### Routed metal per tile, run 1

Scale: 4 px per um. The die is cut into 17 by 17 equal tiles; dark blue is low, red is high, scaled to the fullest tile. Values are wire area over tile area, all layers added.
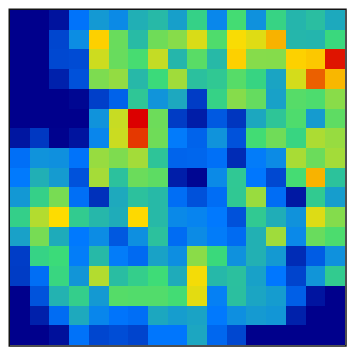
### I/O nets highlighted, run 1

Scale: 6 px per um.
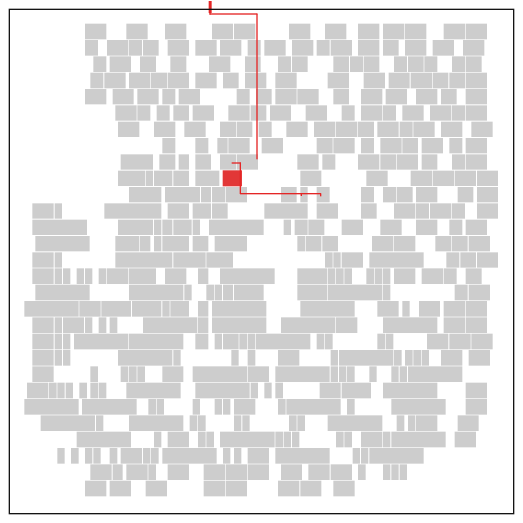
### Metal layers overlaid, run 1

Scale: 4 px per um. Only two layers are drawn.
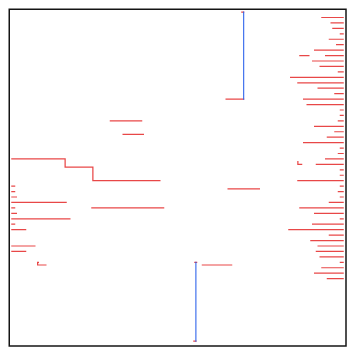
### Register map, names as in the netlist, run 1

Scale: 6 px per um.
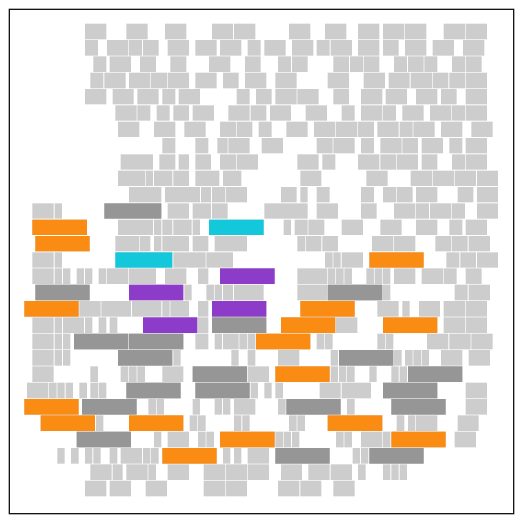
`config.mk`:
```
export PLATFORM = sky130hd
export DESIGN_NAME = dmem_arbiter_flat
export DESIGN_NICKNAME = d
export VERILOG_FILES = /design/src/rtl/dmem_arbiter_if.sv /design/src/rtl/dmem_arbiter.sv /design/src/flat_wrapper.sv
export SDC_FILE = /design/constraint.sdc
export NUM_CORES = 1
export LEC_CHECK = 0
export CAP_MARGIN = 20
export CORE_MARGIN = 2
export CORE_UTILIZATION = 36
export CTS_CLUSTER_SIZE = 16
export DETAILED_ROUTE_END_ITERATION = 8
export HOLD_SLACK_MARGIN = 0.05
export PLACE_DENSITY = 0.81
export SYNTH_ARGS = -nofsm -noshare
export SYNTH_HDL_FRONTEND = slang
export SYNTH_SLANG_ARGS = --single-unit
```
`constraint.sdc`:
```
create_clock -name clk -period 2.85 [get_ports clk]
set_clock_uncertainty 0.2 [all_clocks]
set_input_delay 0.285 -clock clk [delete_from_list [all_inputs] [get_ports clk]]
set_output_delay 0.285 -clock clk [all_outputs]
set_load 0.01 [all_outputs]
```
`src/rtl/dmem_arbiter_if.sv`:
```
// Requester-side bundle for one data-memory port of dmem_arbiter.
// master = requester (cpu or dbg), slave = arbiter.
interface dmem_arbiter_if #(
   parameter int unsigned DATA_WIDTH = 16,
   parameter int unsigned ADDR_WIDTH = 16
);
   logic                  req;
   logic                  we;
   logic [ADDR_WIDTH-1:0] addr;
   logic [DATA_WIDTH-1:0] wdata;
   logic                  gnt;
   logic [DATA_WIDTH-1:0] rdata;
   logic                  rvalid;

   modport master (output req, we, addr, wdata, input gnt, rdata, rvalid);
   modport slave  (input req, we, addr, wdata, output gnt, rdata, rvalid);
endinterface

```
`src/rtl/dmem_arbiter.sv`:
```
// Round-robin arbiter sharing one single-port data memory between the cpu
// load/store path and the dbg loader, with a bounded hold count per owner.
module dmem_arbiter #(
   parameter int unsigned DATA_WIDTH = 16,
   parameter int unsigned ADDR_WIDTH = 16,
   parameter int unsigned MAX_HOLD   = 4
) (
   input  logic                  clk,
   input  logic                  reset,
   dmem_arbiter_if.slave         cpu,
   dmem_arbiter_if.slave         dbg,
   output logic [ADDR_WIDTH-1:0] mem_addr,
   output logic [DATA_WIDTH-1:0] mem_wdata,
   output logic                  mem_we,
   output logic                  mem_re,
   input  logic [DATA_WIDTH-1:0] mem_rdata
);

   localparam int unsigned     HOLD_W    = 4;
   localparam logic [HOLD_W-1:0] HOLD_LAST = HOLD_W'(MAX_HOLD - 1);
   localparam logic [HOLD_W-1:0] HOLD_SAT  = '1;

   typedef enum logic [1:0] {
      IDLE    = 2'd0,
      OWN_CPU = 2'd1,
      OWN_DBG = 2'd2
   } state_t;

   state_t            state;
   state_t            state_nxt;
   logic [HOLD_W-1:0] hold_cnt;
   logic              last_is_dbg;
   logic              contested;

   // Owner is being granted while the other port waits
   assign contested = (state == OWN_CPU && cpu.req && dbg.req) ||
                      (state == OWN_DBG && dbg.req && cpu.req);

   // State register with hold counter and round-robin history
   always_ff @(posedge clk or negedge reset) begin
      if (!reset) begin
         state       <= IDLE;
         hold_cnt    <= '0;
         last_is_dbg <= 1'b1;
      end else begin
         state <= state_nxt;
         if (state_nxt != state) begin
            hold_cnt <= '0;
            if (state_nxt == OWN_CPU) last_is_dbg <= 1'b0;
            if (state_nxt == OWN_DBG) last_is_dbg <= 1'b1;
         end else if (contested) begin
            hold_cnt <= (hold_cnt == HOLD_SAT) ? hold_cnt : hold_cnt + HOLD_W'(1);
         end else begin
            hold_cnt <= '0;
         end
      end
   end

   // Next-state: hand over on release or when the hold budget is spent
   always_comb begin
      state_nxt = state;
      case (state)
         IDLE: begin
            if (cpu.req && dbg.req) state_nxt = last_is_dbg ? OWN_CPU : OWN_DBG;
            else if (cpu.req)       state_nxt = OWN_CPU;
            else if (dbg.req)       state_nxt = OWN_DBG;
         end
         OWN_CPU: begin
            if (!cpu.req)                              state_nxt = dbg.req ? OWN_DBG : IDLE;
            else if (dbg.req && hold_cnt == HOLD_LAST) state_nxt = OWN_DBG;
         end
         OWN_DBG: begin
            if (!dbg.req)                              state_nxt = cpu.req ? OWN_CPU : IDLE;
            else if (cpu.req && hold_cnt == HOLD_LAST) state_nxt = OWN_CPU;
         end
         default: state_nxt = IDLE;
      endcase
   end

   // Owner mux onto the memory pins; enables only while the owner requests
   always_comb begin
      cpu.gnt   = 1'b0;
      dbg.gnt   = 1'b0;
      mem_addr  = '0;
      mem_wdata = '0;
      mem_we    = 1'b0;
      mem_re    = 1'b0;
      case (state)
         OWN_CPU: begin
            cpu.gnt   = cpu.req;
            mem_addr  = cpu.addr;
            mem_wdata = cpu.wdata;
            mem_we    = cpu.req & cpu.we;
            mem_re    = cpu.req & ~cpu.we;
         end
         OWN_DBG: begin
            dbg.gnt   = dbg.req;
            mem_addr  = dbg.addr;
            mem_wdata = dbg.wdata;
            mem_we    = dbg.req & dbg.we;
            mem_re    = dbg.req & ~dbg.we;
         end
         default: ;
      endcase
   end

   // Read-data capture; rdata holds until that port's next read
   always_ff @(posedge clk or negedge reset) begin
      if (!reset) begin
         cpu.rdata  <= '0;
         cpu.rvalid <= 1'b0;
         dbg.rdata  <= '0;
         dbg.rvalid <= 1'b0;
      end else begin
         cpu.rvalid <= cpu.gnt & ~cpu.we;
         dbg.rvalid <= dbg.gnt & ~dbg.we;
         if (cpu.gnt && !cpu.we) cpu.rdata <= mem_rdata;
         if (dbg.gnt && !dbg.we) dbg.rdata <= mem_rdata;
      end
   end

endmodule

```
`src/flat_wrapper.sv`:
```
// flat-port wrapper written by rule: the top's interface ports become plain ports
module dmem_arbiter_flat 
#(
   parameter int unsigned DATA_WIDTH = 16,
   parameter int unsigned ADDR_WIDTH = 16,
   parameter int unsigned MAX_HOLD   = 4
)
  (clk, reset, mem_addr, mem_wdata, mem_we, mem_re, mem_rdata, cpu_req, cpu_we, cpu_addr, cpu_wdata, cpu_gnt, cpu_rdata, cpu_rvalid, dbg_req, dbg_we, dbg_addr, dbg_wdata, dbg_gnt, dbg_rdata, dbg_rvalid);
  dmem_arbiter_if #(.DATA_WIDTH(DATA_WIDTH), .ADDR_WIDTH(ADDR_WIDTH)) cpu_i ();
  dmem_arbiter_if #(.DATA_WIDTH(DATA_WIDTH), .ADDR_WIDTH(ADDR_WIDTH)) dbg_i ();
  input  logic clk;
  input  logic reset;
  output logic [ADDR_WIDTH-1:0] mem_addr;
  output logic [DATA_WIDTH-1:0] mem_wdata;
  output logic mem_we;
  output logic mem_re;
  input  logic [DATA_WIDTH-1:0] mem_rdata;
  input wire logic [$bits(cpu_i.req)-1:0] cpu_req;
  input wire logic [$bits(cpu_i.we)-1:0] cpu_we;
  input wire logic [$bits(cpu_i.addr)-1:0] cpu_addr;
  input wire logic [$bits(cpu_i.wdata)-1:0] cpu_wdata;
  output wire logic [$bits(cpu_i.gnt)-1:0] cpu_gnt;
  output wire logic [$bits(cpu_i.rdata)-1:0] cpu_rdata;
  output wire logic [$bits(cpu_i.rvalid)-1:0] cpu_rvalid;
  input wire logic [$bits(dbg_i.req)-1:0] dbg_req;
  input wire logic [$bits(dbg_i.we)-1:0] dbg_we;
  input wire logic [$bits(dbg_i.addr)-1:0] dbg_addr;
  input wire logic [$bits(dbg_i.wdata)-1:0] dbg_wdata;
  output wire logic [$bits(dbg_i.gnt)-1:0] dbg_gnt;
  output wire logic [$bits(dbg_i.rdata)-1:0] dbg_rdata;
  output wire logic [$bits(dbg_i.rvalid)-1:0] dbg_rvalid;
  assign cpu_i.req = cpu_req;
  assign cpu_i.we = cpu_we;
  assign cpu_i.addr = cpu_addr;
  assign cpu_i.wdata = cpu_wdata;
  assign cpu_gnt = cpu_i.gnt;
  assign cpu_rdata = cpu_i.rdata;
  assign cpu_rvalid = cpu_i.rvalid;
  assign dbg_i.req = dbg_req;
  assign dbg_i.we = dbg_we;
  assign dbg_i.addr = dbg_addr;
  assign dbg_i.wdata = dbg_wdata;
  assign dbg_gnt = dbg_i.gnt;
  assign dbg_rdata = dbg_i.rdata;
  assign dbg_rvalid = dbg_i.rvalid;
  dmem_arbiter #(.DATA_WIDTH(DATA_WIDTH), .ADDR_WIDTH(ADDR_WIDTH), .MAX_HOLD(MAX_HOLD)) u_core (.clk(clk), .reset(reset), .cpu(cpu_i), .dbg(dbg_i), .mem_addr(mem_addr), .mem_wdata(mem_wdata), .mem_we(mem_we), .mem_re(mem_re), .mem_rdata(mem_rdata));
endmodule
```
==> flow.log, run 1 <==
[metrics] run summary
INFO  metric worst_r2r_startpoint = u_core.hold_cnt[0]
INFO  metric p_r_area_growth_vs_syn = 76.3%
INFO  metric chip_area = 7020 sq um
INFO  metric timing.critical_path.cells = inv_1 > ha_2 > buf_4 > a22oi_1 > nor2b_1 > clkdlybuf4s50_1
INFO  metric log.warning_count = 29
INFO  metric post_cts.resized_instances = 0
INFO  metric worstPathRequired = 2.37 ns
INFO  metric num-fill-cells = 533
INFO  metric antenna_violations_before_repair = 0
INFO  metric final-hold-violation-count = 0
INFO  metric die.size.y = 83.8 um
INFO  metric timing.hold.worst.start = u_core.dbg.rdata[0]
INFO  metric synth-seq-area-share = 44.8%
INFO  metric drt-wirelength-per-cell = 14.9 um
INFO  metric net_count_synth = 364
INFO  metric holdCritPathClass = reg -> reg
INFO  metric pwr-share-clk = 10.5%
INFO  metric ant_nets = 0
INFO  metric routed_wirelength = 7480 um
INFO  metric post_cts_buffers = 0
INFO  metric diodes = 0
INFO  metric critical_path.n_buffers_inverters = 3
INFO  metric p_int = 2.29 mW
INFO  metric clkLatencyLatePin = 0.28 ns
INFO  metric pin_count_of_the_biggest_net_entering_global_routing = 42
INFO  metric clock-sinks = 41
INFO  metric rsz0062_at_grt = false
INFO  metric cpMaxStageDelayCell = clkdlybuf4s50_1
INFO  metric overall_power_of_the_completed_layout = 3.59 mW
INFO  metric combinational_group_share_of_total_power = 62.9%
INFO  metric max_h_tree_level = 2
INFO  metric horizontal_extent_of_the_die = 83.8 um
INFO  metric postSynthCellCount = 272
INFO  metric worst_path_largest_cell_delay = 0.58 ns
INFO  metric first_pass_grt_wire_length = 12,000 um
INFO  metric cap_violations = 0
INFO  metric power.switching = 1.30 mW
INFO  metric detailroute.via_count = 2,430
INFO  metric dpl.hpwl = 5740 um
INFO  metric synth-edff-count = 0
INFO  metric tritoncts = yes
INFO  metric globalplace.congestion = 0.938
INFO  metric path_clk_slew = 0.07 ns
INFO  metric cellPowerDensity = 888 nW/um^2
INFO  metric post-synth-top-area-cell = dfrtp_1
INFO  metric number_of_nets_in_the_layout = 516
INFO  metric io_buffers = 155
INFO  metric post_route_cells_drive_above_1_share = 5.18%
INFO  metric fin_hold_ws = 0.273 ns
INFO  metric detailedRoute.firstIterationViolations = 108
INFO  metric critical_path_arrival = 2.21 ns
INFO  metric dp.cells = 493
INFO  metric final_area = 4040 sq um
INFO  metric end_kind = output pin
INFO  metric synth_area = 2290 sq um
INFO  metric setup.worst_path.start = u_core.state[0]
INFO  metric placedInstanceArea = 3930 sq um
INFO  metric final.period_utilization = 94.6%
INFO  metric place_worst_setup_slack = 0.169 ns
INFO  metric criticalPathCategory = reg -> out
INFO  metric run_status = complete, no violations
INFO  metric holdBufCountCts = 1
INFO  metric synthDominantCellAreaShare = 43.6%
-- 'Routed metal per tile' (at the start) --
The densest ninth of the die: top right. 26% of the tiles are over half the peak. The mean over all tiles is 0.17. 10% of the tiles are nearly empty.

-- 'I/O nets highlighted' (at the start) --
Red marks dbg_gnt, bits 1, direction output, edge top, end cells 1, buffers 1, wire 52.9 um.

-- 'Metal layers overlaid' (at the start) --
Blue marks metal 4, wire length 41.5 um. Red marks metal 3, wire length 384 um.

-- 'Register map, names as in the netlist' (at the start) --
Orange marks u_core.dbg.rdata, placed flops 16. Cyan marks u_core.state, placed flops 2. Purple marks u_core.hold_cnt, placed flops 4, where middle.
Another 19 sequential cells are not colored.

[run 1: final timing paths]
| check | to | slack, ns | cells past startpoint |
|---|---|---|---|
| worst max-delay path | mem_wdata[6] | 0.15 | 6 |
| worst min-delay path | u_core.dbg.rdata[0] | 0.27 | 2 |
| worst max register to register | u_core.last_is_dbg | 0.38 | 8 |
| worst min register to register | u_core.dbg.rdata[0] | 0.27 | 2 |
| max in group asynchronous | u_core.state[1] | 1.37 | 2 |
| min in group asynchronous | u_core.cpu.rdata[7] | 0.46 | 2 |
[run 1: cell families (layout without fill, tap and decap cells)]
logic type	count (synthesis)	after routing	synth area share, %
mux	2	2	0.927
compound gates	44	44	14.7
flops	41	41	44.8
simple gates	153	153	30.9
buf+inv	23	176	3.93
xor+xnor	3	3	1.47
fa+ha+maj	6	6	3.27
[run 1: registers in the layout, indices dropped and copies added (netlist names)]
signal / flops
u_core.cpu.rdata: 16
u_core.dbg.rdata: 16
u_core.hold_cnt: 4
u_core.state: 2
u_core.cpu.rvalid: 1
u_core.dbg.rvalid: 1
u_core.last_is_dbg: 1
[run 1: Yosys cell counts, drive strengths merged (3+ instances only)]
cell and n:
a21boi 3, a22oi 32, buf 6, clkbuf 11, dfrtp 40, ha 6, inv 4, nand2 99
nand2b 4, nand3 5, nor2 4, nor2b 32, xnor2 3
[run 1: routing by layer]
metal,global-route usage [%],wire length [um],vias to the layer above
li1,-,-,1202
met2,36.7,3880,81
met1,27.0,3180,1143
met4,2.64,41,0
met3,5.14,384,4
met5,0,0,-
[run 1: layout make-up]
type	instances	area, sq um	area share, %
inverter	6	22.5	0.557
clock buffer	8	90.1	2.23
sequential	41	1030	25.4
timing repair buffer	162	1620	40.1
tap	77	96.3	2.38
multi-input combinational	208	1180	29.3
==> run 2: changes to the inputs <==
CTS_CLUSTER_SIZE = unset   (was 16)
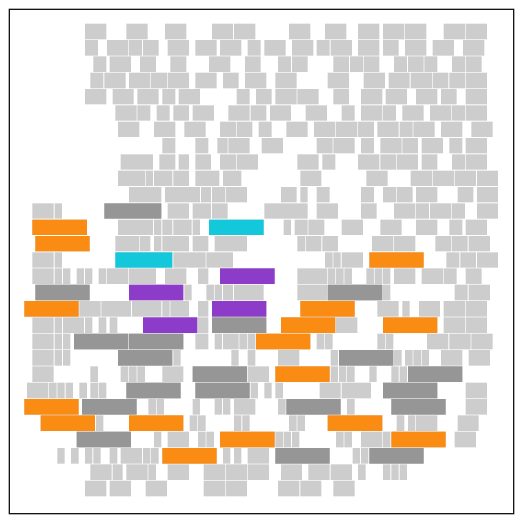
*Register map, names as in the netlist, run 2*
Scale: 6 px per um.
Purple marks u_core.hold_cnt, placed flops 4, where middle. Cyan marks u_core.state, placed flops 2. Orange marks u_core.dbg.rdata, placed flops 16.
Another 19 sequential cells are not colored.

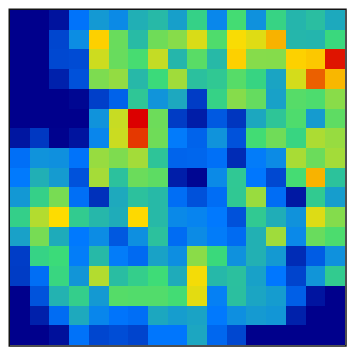
*Routed metal per tile, run 2*
Scale: 4 px per um. The die is cut into 17 by 17 equal tiles; dark blue is low, red is high, scaled to the fullest tile. Values are wire area over tile area, all layers added.
The fullest tile reaches 0.47. The emptiest ninth of the die: top left. 10% of the tiles are nearly empty.

==> run 2 against run 1 <==
  * Combinational power barely moved
  * First-iteration DRC count did not move
  * Die area did not move
  * Fmax did not move
  * Clock-buffer cell count did not move
  * Critical path type unchanged
  * Critical endpoint unchanged
  * Largest cell class unchanged
  * Highest routed layer unchanged
==> flow.log, run 2 <==
[metrics] run summary
INFO  metric rsz0062_at_grt = false
INFO  metric combAreaFraction = 29.3% (unchanged)
INFO  metric ioPinCount = 156
INFO  metric globalplace.congestion = 0.938 (unchanged)
INFO  metric die.size.y = 83.8 um (unchanged)
INFO  metric antenna_violations_before_repair = 0 (unchanged)
INFO  metric synth_area = 2290 sq um (unchanged)
INFO  metric final-seq-area = 1030 sq um (unchanged)
INFO  metric cap_violations = 0 (unchanged)
INFO  metric horizontal_extent_of_the_die = 83.8 um (unchanged)
INFO  metric ant_nets = 0 (unchanged)
INFO  metric synthDominantCellAreaShare = 43.6% (unchanged)
INFO  metric placedInstanceArea = 3930 sq um (unchanged)
INFO  metric clockBufferCount = 8 (unchanged)
INFO  metric fin_hold_ws = 0.273 ns (unchanged)
INFO  metric final.period_utilization = 94.6% (unchanged)
INFO  metric clock_root_buffer = clkbuf_8
INFO  metric taps = 77 (unchanged)
INFO  metric holdCritPathClass = reg -> reg
INFO  metric synth-edff-count = 0 (unchanged)
INFO  metric p_r_area_growth_vs_syn = 76.3% (unchanged)
INFO  metric net_count_synth = 364 (unchanged)
INFO  metric place_worst_setup_slack = 0.169 ns (unchanged)
INFO  metric synth-seq-area-share = 44.8% (unchanged)
INFO  metric overall_power_of_the_completed_layout = 3.59 mW (unchanged)
INFO  metric path_clk_slew = 0.07 ns (about the same)
INFO  metric run_status = complete, no violations
INFO  metric area_dominant_class = buffers
INFO  metric clock_cell_area_share = 2.23% (unchanged)
INFO  metric nNonClkInverters = 6 (unchanged)
INFO  metric post_cts_buffers = 0 (unchanged)
INFO  metric drt-wirelength-per-cell = 14.9 um (unchanged)
INFO  metric num-fill-cells = 533 (unchanged)
INFO  metric final-hold-violation-count = 0 (unchanged)
INFO  metric routed_wirelength = 7480 um (unchanged)
INFO  metric worstPathRequired = 2.37 ns (about the same)
INFO  metric most_common_cell_in_the_netlist = nand2_1
INFO  metric chip_area = 7020 sq um (unchanged)
INFO  metric io_buffers = 155 (unchanged)
INFO  metric dpl.hpwl = 5740 um (unchanged)
INFO  metric seq_area_share = 25.4% (unchanged)
INFO  metric post_route_cells_drive_above_1_share = 5.18% (unchanged)
INFO  metric pin_count_of_the_biggest_net_entering_global_routing = 42 (unchanged)
INFO  metric criticalPathCategory = reg -> out
INFO  metric final_area = 4040 sq um (unchanged)
INFO  metric top_cells_by_count = nand2_1 (99), dfrtp_1 (40), a22oi_1 (32), nor2b_1 (32), clkbuf_1 (11)
INFO  metric reg.largest.list = u_core.cpu.rdata (16), u_core.dbg.rdata (16), u_core.hold_cnt (4)
INFO  metric number_of_nets_in_the_layout = 516 (unchanged)
INFO  metric clock-sinks = 41 (unchanged)
INFO  metric post-synth-top-area-cell = dfrtp_1
INFO  metric layout.non_clock_buffers = 162 (unchanged)
INFO  metric postSynthCellCount = 272 (unchanged)
INFO  metric dp.cells = 493 (unchanged)
INFO  metric flops = 41 (unchanged)
INFO  metric critical_path_arrival = 2.21 ns (about the same)
INFO  metric detailroute.via_count = 2,430 (unchanged)
INFO  metric cellPowerDensity = 888 nW/um^2 (unchanged)
INFO  metric first_pass_grt_wire_length = 12,000 um (unchanged)
INFO  metric detailedRoute.firstIterationViolations = 108 (unchanged)
INFO  metric layout.comb_gates.multi_input = 208 (unchanged)
INFO  metric max_h_tree_level = 2 (unchanged)
INFO  metric multi_input_comb_area = 1180 sq um (unchanged)
INFO  metric buffer_area_share = 40.1% (unchanged)
INFO  metric end_kind = output pin
INFO  metric globalRoute.totalOverflow = 0
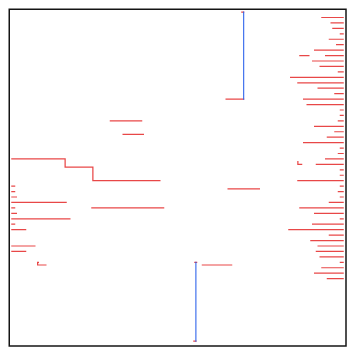
*Metal layers overlaid, run 2*
Scale: 4 px per um. Only two layers are drawn.
Blue marks metal 4, wire length 41.5 um. Red marks metal 3, wire length 384 um.

## run 2: cell counts after synthesis
Identical to the previous run, type by type.
## run 2: cells by family after synthesis
kind of cell | synth area share (%)
fa+ha+maj | 3.27
mux | 0.927
flops | 44.8
compound gates | 14.7
buf+inv | 3.93
simple gates | 30.9
xor+xnor | 1.47
## run 2: worst paths after layout
path	start	end	slack, ns	cells past startpoint
setup / recovery	u_core.state[0]	mem_wdata[6]	0.15	6
hold / removal	u_core.dbg.rdata[0]	u_core.dbg.rdata[0]	0.27	2
setup reg to reg	u_core.hold_cnt[0]	u_core.last_is_dbg	0.38	8
hold reg to reg	u_core.dbg.rdata[0]	u_core.dbg.rdata[0]	0.27	2
max in group asynchronous	reset	u_core.state[1]	1.37	2
min in group asynchronous	reset	u_core.cpu.rdata[7]	0.46	2
## run 2: per-layer routing
layer | vias up | routed length [um] | part of all wire, % | GRT usage [%]
met3 | 4 | 384 | 5.1 | 5.14
met2 | 81 | 3880 | 52 | 36.7
met1 | 1143 | 3180 | 42 | 27.0
met5 | - | 0 | 0 | 0
li1 | 1202 | - | - | -
met4 | 0 | 41 | 0.55 | 2.64
## run 2: repair_timing
item	in CTS	in global routing
endpoints found under the hold margin	40	0
setup endpoints to repair	0	33
hold buffers	1	0
resized	0	6
## run 2: report_power, final
part           switching [mW]  internal (mW)
clock network           0.181          0.197
logic                   0.989           1.27
registers               0.132          0.821
total                    1.30           2.29
## run 2: worst max-delay path, stage by stage (launching register included)
cell             delay, ns
dfrtp_1               0.39
inv_1                 0.10
ha_2                  0.29
buf_4                 0.32
a22oi_1               0.13
nor2b_1               0.12
clkdlybuf4s50_1       0.58
==> run 3: changes to the inputs <==
CELL_PAD_IN_SITES_DETAIL_PLACEMENT = 1   (was unset)
CELL_PAD_IN_SITES_GLOBAL_PLACEMENT = 1   (was unset)
CORE_UTILIZATION = 24   (was 36)
PLACE_DENSITY = unset   (was 0.81)
PLACE_DENSITY_LB_ADDON = 0.1   (was unset)
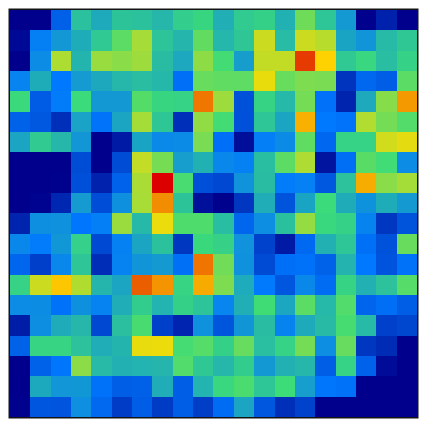
*Routed metal per tile, run 3*
Scale: 4 px per um. The die is cut into 20 by 20 equal tiles; dark blue is low, red is high, scaled to the fullest tile. Values are wire area over tile area, all layers added.
The mean over all tiles is 0.13. The fullest tile reaches 0.37. 7.5% of the tiles are nearly empty. 22% of the tiles are over half the peak.

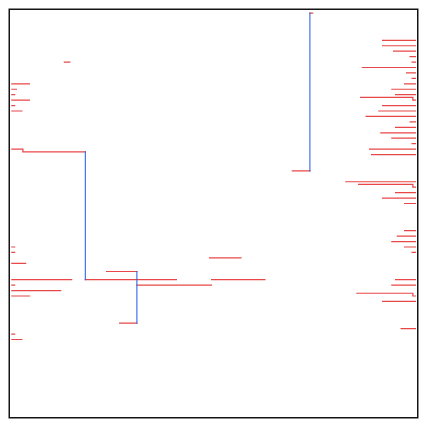
*Metal layers overlaid, run 3*
Scale: 4 px per um. Only two layers are drawn.
Blue marks metal 4, wire length 84.3 um. Red marks metal 3, wire length 399 um.

==> run 3 against run 2 <==
  * Clock power decreased by 3%
  * Critical path type unchanged
  * Wire length is 18% higher
  * Die area rose by 47%
  * Register-to-register slack about the same
==> flow.log, run 3 <==
[metrics] run summary
INFO  metric run_status = complete, no violations
INFO  metric tritoncts = yes
INFO  metric log.warning_count = 29
INFO  metric logic_family = simple AND/OR/NAND/NOR gates
INFO  metric final-max-slew-violation-count = 0
INFO  metric p_r_area_growth_vs_syn = 80.0%
INFO  metric fp_util = 24.8%
INFO  metric power.switching = 1.35 mW (+4.0%)
INFO  metric post-synth-top-area-cell = dfrtp_1
INFO  metric synth_area = 2290 sq um (unchanged)
INFO  metric holdCritPathClass = reg -> reg
INFO  metric top_cells_by_count = nand2_1 (99), dfrtp_1 (40), a22oi_1 (32), nor2b_1 (32), clkbuf_1 (11)
INFO  metric groute.usage.overall = 16.3%
INFO  metric die.size.y = 102 um (+21%)
INFO  metric switching_share = 37.2% (+0.98 points)
INFO  metric finalCriticalPeriod = 2.66 ns
INFO  metric rsz0062_at_grt = false
INFO  metric sequential_power_share = 26.3% (-0.2 points)
INFO  metric numSynthFlops = 41
INFO  metric pwr-share-clk = 10.1% (-0.4 points)
INFO  metric worst_slew_pin_slew = 0.927 ns
INFO  metric postSynth.asyncResetShare = 100%
INFO  metric worst_path_max_fanout = 33
INFO  metric postSynthCellCount = 272 (unchanged)
INFO  metric synth.cellmix.simpleShare = 30.9% (unchanged)
INFO  metric final.period_utilization = 93.4% (-1.2 points)
INFO  metric globalRoute.totalOverflow = 0 (unchanged)
INFO  metric setup_viol = 0
INFO  metric number_of_nets_in_the_layout = 521 (+0.97%)
INFO  metric yosys_area = 2290 sq um
INFO  metric lay_top_cells = clkdlybuf4s50_1 (154), nand2_1 (99), dfrtp_1 (40)
INFO  metric cellPowerDensity = 881 nW/um^2 (-0.87%)
INFO  metric detailroute.via_count = 2,482 (+2.1%)
INFO  metric post_synth.cell_area_avg = 8.43 sq um
INFO  metric post_synth_mux_area_share = 0.927% (unchanged)
INFO  metric criticalPathCategory = reg -> out
INFO  metric drt-wirelength-per-cell = 15.7 um (+5.5%)
INFO  metric overall_power_of_the_completed_layout = 3.64 mW (+1.3%)
INFO  metric tritoncts.num_buffers = 5
INFO  metric final-seq-area = 1030 sq um (-0.12%)
INFO  metric fin_util = 44.7%
INFO  metric yosys_most_used_dff = dfrtp_1
INFO  metric dpl.hpwl = 6720 um (+17%)
INFO  metric ys_sh_adder = 3.27% (unchanged)
INFO  metric fin_tns_setup = 0 ns
INFO  metric p_int = 2.28 mW (-0.31%)
INFO  metric top_cells_by_area = dfrtp_1 (44%), nand2_1 (16%), a22oi_1 (10%)
INFO  metric multi_input_comb_area = 1190 sq um (+0.63%)
INFO  metric dp.cells = 550 (+12%)
INFO  metric yosysWarningCount = 0
INFO  metric final_area = 4130 sq um (+2.1%)
INFO  metric layout_top_cell_excl_fill_tap = clkdlybuf4s50_1
INFO  metric vdd_drop_max = 0.382 mV
INFO  metric power_leakage = 1.74 nW
INFO  metric cts.path.max_buffers = 2
INFO  metric p_clk = 0.367 mW (-3%)
INFO  metric first_pass_grt_wire_length = 13,300 um (+11%)
INFO  metric worstPathRequired = 2.37 ns (about the same)
INFO  metric diodes = 0
INFO  metric pin_count_of_the_biggest_net_entering_global_routing = 42 (unchanged)
INFO  metric io_buffers = 155 (unchanged)
INFO  metric synth-edff-count = 0 (unchanged)
INFO  metric antenna_violations_before_repair = 0 (unchanged)
INFO  metric power_in_combinational_cells = 2.31 mW (+2%)
INFO  metric end_kind = output pin
INFO  metric post_synth_ao_oa_area_fraction = 14.7% (unchanged)
INFO  metric drc = 0
INFO  metric final-hold-violation-count = 0 (unchanged)
INFO  metric net_count_synth = 364 (unchanged)
INFO  metric ant_nets = 0 (unchanged)
INFO  metric clock_root_buffer = clkbuf_8
INFO  metric reg.largest.list = u_core.cpu.rdata (16), u_core.dbg.rdata (16), u_core.hold_cnt (4)
INFO  metric layoutNonFillerInstCount = 559
INFO  metric powerSeq = 0.957 mW (+0.5%)
INFO  metric placedInstanceArea = 4020 sq um (+2.3%)
INFO  metric first_global_vias = 2,581
INFO  metric synth-seq-area-share = 44.8% (unchanged)
INFO  metric clock-sinks = 41 (unchanged)
INFO  metric max_h_tree_level = 2 (unchanged)
INFO  metric setup_ws = 0.188 ns
INFO  metric most_common_cell_in_the_netlist = nand2_1
INFO  metric maxSlewHeadroom = 38.2%
INFO  metric horizontal_extent_of_the_die = 102 um (+21%)
INFO  metric post_route_cells_drive_above_1_share = 5.81% (+0.64 points)
INFO  metric clkLatencyLatePin = 0.29 ns
INFO  metric yosys_cells = 272
INFO  metric combinational_group_share_of_total_power = 63.6% (+0.7 points)
INFO  metric detailedRoute.firstIterationViolations = 48 (-56%)
INFO  metric ioPinCount = 156 (unchanged)
INFO  metric fin_hold_ws = 0.278 ns (+0.00508 ns)
INFO  metric count_of_cell_types_in_the_netlist = 34
INFO  metric post_synth_xor_area_fraction = 1.47% (unchanged)
INFO  metric vias_per_cell = 4.44
INFO  metric num-fill-cells = 1,094 (+110%)
INFO  metric globalplace.congestion = 0.744 (-21%)
INFO  metric power-top-group = combinational logic
INFO  metric detail_route.first_pass.iterations = 4
INFO  metric chip_area = 10,400 sq um (+47%)
INFO  metric synthDominantCellAreaShare = 43.6% (unchanged)
INFO  metric critical_path_arrival = 2.18 ns (-0.03 ns)
INFO  metric max_freq = 0.376 GHz
INFO  metric cap_violations = 0 (unchanged)
INFO  metric place_worst_setup_slack = 0.171 ns (+0.00223 ns)
INFO  metric critical_path_start_type = flop
INFO  metric routed_wirelength = 8790 um (+18%)
INFO  metric path_clk_slew = 0.08 ns (about the same)
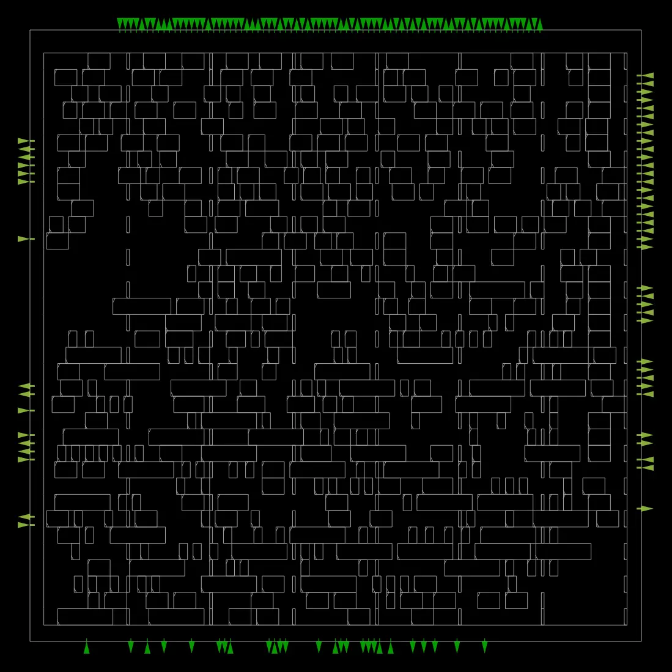
*Placement view, run 3*
floorplan core area: 9240 sq um
floorplan row count: 35

run 3: worst paths after layout:
kind / from / to / slack [ns] / depth (start not counted)
max in group asynchronous: reset / u_core.dbg.rdata[2] / 1.39 / 2
setup / recovery: u_core.state[0] / mem_wdata[3] / 0.19 / 6
hold / removal: u_core.cpu.rdata[3] / u_core.cpu.rdata[3] / 0.28 / 2
setup reg to reg: u_core.hold_cnt[0] / u_core.last_is_dbg / 0.38 / 8
min in group asynchronous: reset / u_core.dbg.rdata[6] / 0.47 / 2
hold reg to reg: u_core.cpu.rdata[3] / u_core.cpu.rdata[3] / 0.28 / 2
run 3: cell families after synthesis:
family | count (synthesis)
AOI/OAI and AO/OA | 44
xor gates and xnor gates | 3
adders and majority gates | 6
buffers and inverters | 23
DFF | 41
muxes | 2
and+or+nand+nor | 153
run 3: repair_timing:
action	CTS	global route
hold buffers	1	0
cloned	0	0
resized	2	4
pin swaps	0	0
hold endpoints to repair	40	0
setup buffers	0	0
endpoints found under the setup margin	23	34
run 3: area by class of cell:
cell class | instances | area share [%]
Clock buffer | 8 | 1.94
Multi-Input combinational cell | 208 | 28.8
Tap cell | 129 | 3.91
Sequential cell | 41 | 24.9
Inverter | 6 | 0.545
Timing Repair Buffer | 167 | 39.9
run 3: layer usage:
| layer | part of all wire [%] | vias up | global-route usage [%] |
|---|---|---|---|
| li1 | - | 1216 | - |
| met1 | 40 | 1195 | 19.5 |
| met2 | 55 | 64 | 30.3 |
| met3 | 4.5 | 7 | 3.11 |
| met4 | 0.96 | 0 | 3.33 |
| met5 | 0 | - | 0 |
run 3: worst max-delay path: stages, from the launching register on:
cell	delay (ns)
dfrtp_1	0.39
inv_1	0.14
ha_1	0.27
buf_8	0.25
a22oi_1	0.12
nor2b_1	0.13
clkdlybuf4s50_1	0.58
Power and IR drop assume default switching activity.
